### config.mk
export PLATFORM = sky130hd
export DESIGN_NAME = nwc_butterfly_post
export DESIGN_NICKNAME = d
export VERILOG_FILES = /design/src/rtl/nwc_pkg.sv /design/src/rtl/nwc_sync_fifo.sv /design/src/rtl/nwc_butterfly_post.sv
export SDC_FILE = /design/constraint.sdc
export NUM_CORES = 1
export LEC_CHECK = 0
export ABC_AREA = 1
export ABC_CLOCK_PERIOD_IN_PS = 7700
export CAP_MARGIN = 20
export CORE_MARGIN = 8
export CORE_UTILIZATION = 60
export CTS_CLUSTER_SIZE = 20
export DETAILED_ROUTE_END_ITERATION = 12
export PLACE_DENSITY = 0.78
export SYNTH_ARGS = -nofsm -noshare
export SYNTH_HDL_FRONTEND = slang
export SYNTH_SLANG_ARGS = --single-unit
### constraint.sdc
create_clock -name clk -period 7.7 [get_ports clk]
set_clock_uncertainty 0.15 [all_clocks]
set_input_delay 0.77 -clock clk [delete_from_list [all_inputs] [get_ports clk]]
set_output_delay 0.77 -clock clk [all_outputs]
set_load 0.005 [all_outputs]
### src/rtl/nwc_pkg.sv
// Shared NWC datapath types, constants and modular add/sub helpers.
// Reused by the CT post-stage and the GS-stage pre-adder.
`ifndef D_width
`define D_width 16
`endif

package nwc_pkg;

   localparam int unsigned D_W          = `D_width;
   localparam int unsigned BF_EXTRA_LAT = 2;

   typedef logic [D_W-1:0] data_t;

   typedef struct packed {
      data_t x;
      data_t y;
   } bf_pair_t;

   typedef struct packed {
      logic  v;
      data_t a;
   } a_tag_t;

   // (a + b) mod q for a, b < q
   function automatic data_t mod_add(input data_t a, input data_t b, input data_t q);
      logic [D_W:0] sum;
      sum = {1'b0, a} + {1'b0, b};
      if (sum >= {1'b0, q}) begin
         sum = sum - {1'b0, q};
      end
      return D_W'(sum);
   endfunction

   // (a - b) mod q for a, b < q; the extra top bit acts as the sign
   function automatic data_t mod_sub(input data_t a, input data_t b, input data_t q);
      logic [D_W:0] diff;
      diff = {1'b0, a} - {1'b0, b};
      if (diff[D_W]) begin
         diff = diff + {1'b0, q};
      end
      return D_W'(diff);
   endfunction

endpackage

### src/rtl/nwc_sync_fifo.sv
// Single-clock FIFO with registered head data, registered valid and occupancy count.
module nwc_sync_fifo #(
   parameter int unsigned WIDTH = 32,
   parameter int unsigned DEPTH = 8,
   parameter int unsigned CNT_W = $clog2(DEPTH + 1)
) (
   input  logic             clk,
   input  logic             rst,
   input  logic             push,
   input  logic [WIDTH-1:0] push_data,
   input  logic             pop_req,
   output logic             rd_valid,
   output logic [WIDTH-1:0] rd_data,
   output logic [CNT_W-1:0] count
);

   localparam int unsigned AW = (DEPTH > 1) ? $clog2(DEPTH) : 1;

   logic [WIDTH-1:0] mem [DEPTH];
   logic [AW-1:0]    wr_ptr;
   logic [AW-1:0]    rd_ptr;
   logic [CNT_W-1:0] count_nxt;
   logic [WIDTH-1:0] rd_data_nxt;
   logic             full;
   logic             wr_en;
   logic             rd_en;

   assign full  = (count == CNT_W'(DEPTH));
   assign rd_en = pop_req && rd_valid;
   assign wr_en = push && (!full || rd_en);

   always_comb begin
      count_nxt = count;
      if (wr_en && !rd_en) begin
         count_nxt = count + CNT_W'(1);
      end else if (rd_en && !wr_en) begin
         count_nxt = count - CNT_W'(1);
      end
   end

   // Head register always mirrors mem[rd_ptr]; bypass the write when it lands at the head
   always_comb begin
      rd_data_nxt = rd_data;
      if (wr_en && ((count == '0) || (rd_en && count == CNT_W'(1)))) begin
         rd_data_nxt = push_data;
      end else if (rd_en && count > CNT_W'(1)) begin
         rd_data_nxt = mem[rd_ptr + AW'(1)];
      end
   end

   always_ff @(posedge clk) begin
      if (wr_en) begin
         mem[wr_ptr] <= push_data;
      end
   end

   always_ff @(posedge clk or posedge rst) begin
      if (rst) begin
         wr_ptr   <= '0;
         rd_ptr   <= '0;
         count    <= '0;
         rd_valid <= 1'b0;
         rd_data  <= '0;
      end else begin
         if (wr_en) wr_ptr <= wr_ptr + AW'(1);
         if (rd_en) rd_ptr <= rd_ptr + AW'(1);
         count    <= count_nxt;
         rd_valid <= (count_nxt != '0);
         rd_data  <= rd_data_nxt;
      end
   end

endmodule

### src/rtl/nwc_butterfly_post.sv
// CT butterfly after the modular multiplier: aligns A with W*B, forms A+WB / A-WB mod q,
// buffers results in a FIFO and throttles launches with a credit count.
`ifndef D_width
`define D_width 16
`endif

module nwc_butterfly_post
   import nwc_pkg::*;
#(
   parameter int unsigned MUL_LAT    = 3,
   parameter int unsigned FIFO_DEPTH = 8
) (
   input  logic                 clk,
   input  logic                 rst,
   input  logic                 launch_valid,
   input  logic [`D_width-1:0]  a_in,
   input  logic [`D_width-1:0]  wb_in,
   input  logic [`D_width-1:0]  modulus,
   output logic                 launch_ready,
   output logic                 out_valid,
   input  logic                 out_ready,
   output logic [`D_width-1:0]  x_out,
   output logic [`D_width-1:0]  y_out,
   output logic                 ovf_err
);

   localparam int unsigned CNT_W = $clog2(FIFO_DEPTH + 1);
   localparam int unsigned INF_W = $clog2(FIFO_DEPTH + MUL_LAT + BF_EXTRA_LAT);
   localparam int unsigned SUM_W = ((CNT_W > INF_W) ? CNT_W : INF_W) + 1;

   a_tag_t           dly [MUL_LAT];
   logic             al_v;
   data_t            al_a;
   data_t            al_wb;
   logic             bf_v;
   bf_pair_t         bf_q;
   bf_pair_t         head;
   logic [CNT_W-1:0] fifo_count;
   logic [INF_W-1:0] inflight;
   logic             launch_ok;

   // Every accepted launch holds a FIFO slot until popped, so overflow cannot happen
   assign launch_ready = (SUM_W'(fifo_count) + SUM_W'(inflight)) < SUM_W'(FIFO_DEPTH);
   assign launch_ok    = launch_valid && launch_ready;

   // A delay line; a refused launch enters with its valid bit cleared so its product is dropped
   always_ff @(posedge clk or posedge rst) begin
      if (rst) begin
         for (int i = 0; i < int'(MUL_LAT); i++) begin
            dly[i] <= '0;
         end
      end else begin
         dly[0] <= '{v: launch_ok, a: a_in};
         for (int i = 1; i < int'(MUL_LAT); i++) begin
            dly[i] <= dly[i-1];
         end
      end
   end

   always_ff @(posedge clk or posedge rst) begin
      if (rst) begin
         al_v  <= 1'b0;
         al_a  <= '0;
         al_wb <= '0;
         bf_v  <= 1'b0;
         bf_q  <= '0;
      end else begin
         al_v  <= dly[MUL_LAT-1].v;
         al_a  <= dly[MUL_LAT-1].a;
         al_wb <= wb_in;
         bf_v  <= al_v;
         bf_q  <= '{x: mod_add(al_a, al_wb, modulus), y: mod_sub(al_a, al_wb, modulus)};
      end
   end

   // Credits held from launch acceptance until the FIFO push
   always_ff @(posedge clk or posedge rst) begin
      if (rst) begin
         inflight <= '0;
      end else if (launch_ok && !bf_v) begin
         inflight <= inflight + INF_W'(1);
      end else if (!launch_ok && bf_v) begin
         inflight <= inflight - INF_W'(1);
      end
   end

   always_ff @(posedge clk or posedge rst) begin
      if (rst) begin
         ovf_err <= 1'b0;
      end else if (launch_valid && !launch_ready) begin
         ovf_err <= 1'b1;
      end
   end

   nwc_sync_fifo #(
      .WIDTH ($bits(bf_pair_t)),
      .DEPTH (FIFO_DEPTH),
      .CNT_W (CNT_W)
   ) u_fifo (
      .clk       (clk),
      .rst       (rst),
      .push      (bf_v),
      .push_data (bf_q),
      .pop_req   (out_ready),
      .rd_valid  (out_valid),
      .rd_data   (head),
      .count     (fifo_count)
   );

   assign x_out = head.x;
   assign y_out = head.y;

endmodule

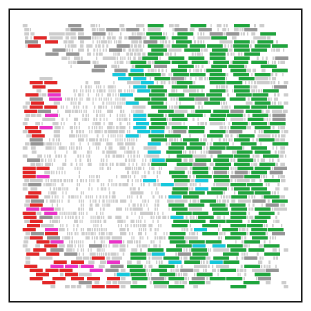
Figure 1: register map, names as in the netlist.
(1.5 px per um) Other sequential cells in the stronger gray, the rest of the logic in the fainter gray.
legend:
  magenta:
    netlist_name: `al_a`
    sequential_cells: 16
  cyan:
    netlist_name: `bf_q`
    sequential_cells: 32
  red:
    netlist_name: `dly`
    sequential_cells: 51
    where: a column on the left
  green:
    netlist_name: `u_fifo.mem`
    sequential_cells: 256

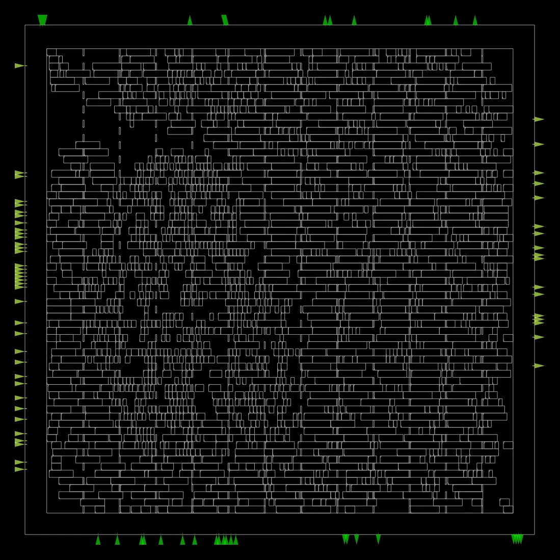
Figure 2: cell placement.
Final Util: 0.686
FP Rows: 65
Fillers: 2313

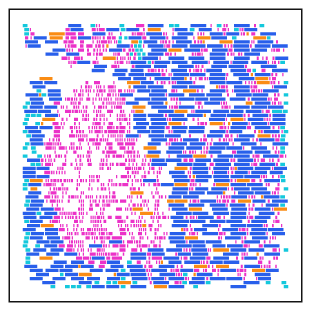
Figure 3: cells colored by class.
(1.5 px per um)
legend:
  blue:
    class: flip-flops
    cells: 421
    share_of_their_area: 56%
  cyan:
    class: other buffers and delay cells
    cells: 103
    share_of_their_area: 4.8%
  magenta:
    class: all other logic
    cells: 1329
    share_of_their_area: 33%
  orange:
    class: clock drivers and dummy loads
    cells: 74
    share_of_their_area: 6.2%

==> reports/results.tsv <==
metric	value	unit
status	completed	
groute.layer.met3.usage	0.0418	
cts_resized	0	
setup_violations	0	
num_vias	13700	
syn2layout_area_growth	13.3	%
p_leak	9.05	nW
antenna_found_initial	0	
holdPathEnd	al_a[4]$_DFF_PP0_	
yosysChipArea	19000	sq um
dieArea	37600	sq um
taps	402	
arrival	3860	ps
htreeDepth	2	
post-route-cell-area	21500	sq um
nNonClkBuffers	103	
wirelength	46100	um
top_register	u_fifo.mem	
cts.sinks	421	
synthFlopType	edfxtp_1	
synth.top_cell.area_share	0.404	
pg_seq	3.23	mW
stdcell_count	2329	
yosysSeqAreaShare	0.622	
dominant-cell-class	registers	
path_depth	18	
slew_headroom	0.259	
sh_seq_area	0.548	
endpoint	bf_q[31]$_DFF_PP0_	
mux_area_frac	0.000592	
wire_per_inst	19.8	um
netlist_area	19000	sq um
post_cts_buffers	0	
drt-met1-wl	18500	um
synthArstFlopShare	0.392	
total_power	7.89	mW
comb_area_frac	0.292	
ys_types	41	
drt_iter0_drc	1294	
numPortBuffers	86	
grt_pass1_vias	13700	
worstReg2RegStart	al_a[7]$_DFF_PP0_	
coreArea	31400	sq um
peakVddDrop	0.000312	V
grt_pass1_wl	73100	um
crit_start	al_a[7]$_DFF_PP0_	
comb_power_share	0.345	
dp_hpwl	28800	um
die_h	194	um
hp-start	dly[4]$_DFF_PP0_	
drtPass1Iterations	8	
layout.area.comb	6300	sq um
place_congestion	0.954	
grt_util_met2	0.416	
grt_overflow	0	
yosys.area_share.aoi	0.0915	
synth.area.top_cells	edfxtp_1 (40%), dfrtp_1 (22%), nand2_1 (7.9%), ha_1 (4.9%), o21ai_0 (3.8%)	
clock_area_frac	0.0605	
endpoint_kind	flop	
drv_cap	0	
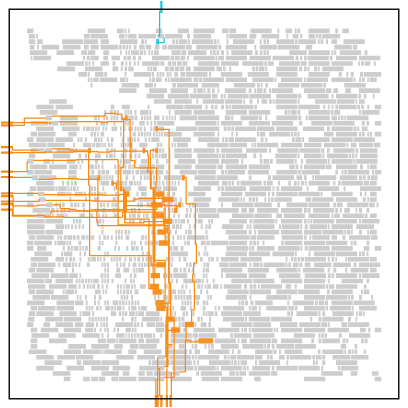
Figure 4: port wiring.
(2 px per um)
legend:
  orange:
    port: `modulus`
    bits: 16
    direction: input
    end_cells: 34
    buffers: 16
    wire: 1860 um
  cyan:
    port: `out_ready`
    bits: 1
    direction: input
    end_cells: 1
    buffers: 1
    wire: 21.0 um

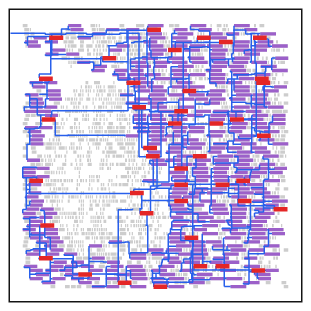
Figure 5: clock distribution.
(1.5 px per um)
legend:
  red:
    item: cells driving clock nets
    count: 41
  blue:
    item: clock wires
    length: 4480 um
  purple:
    item: flip-flops
    count: 421
flops lie: spread over the die

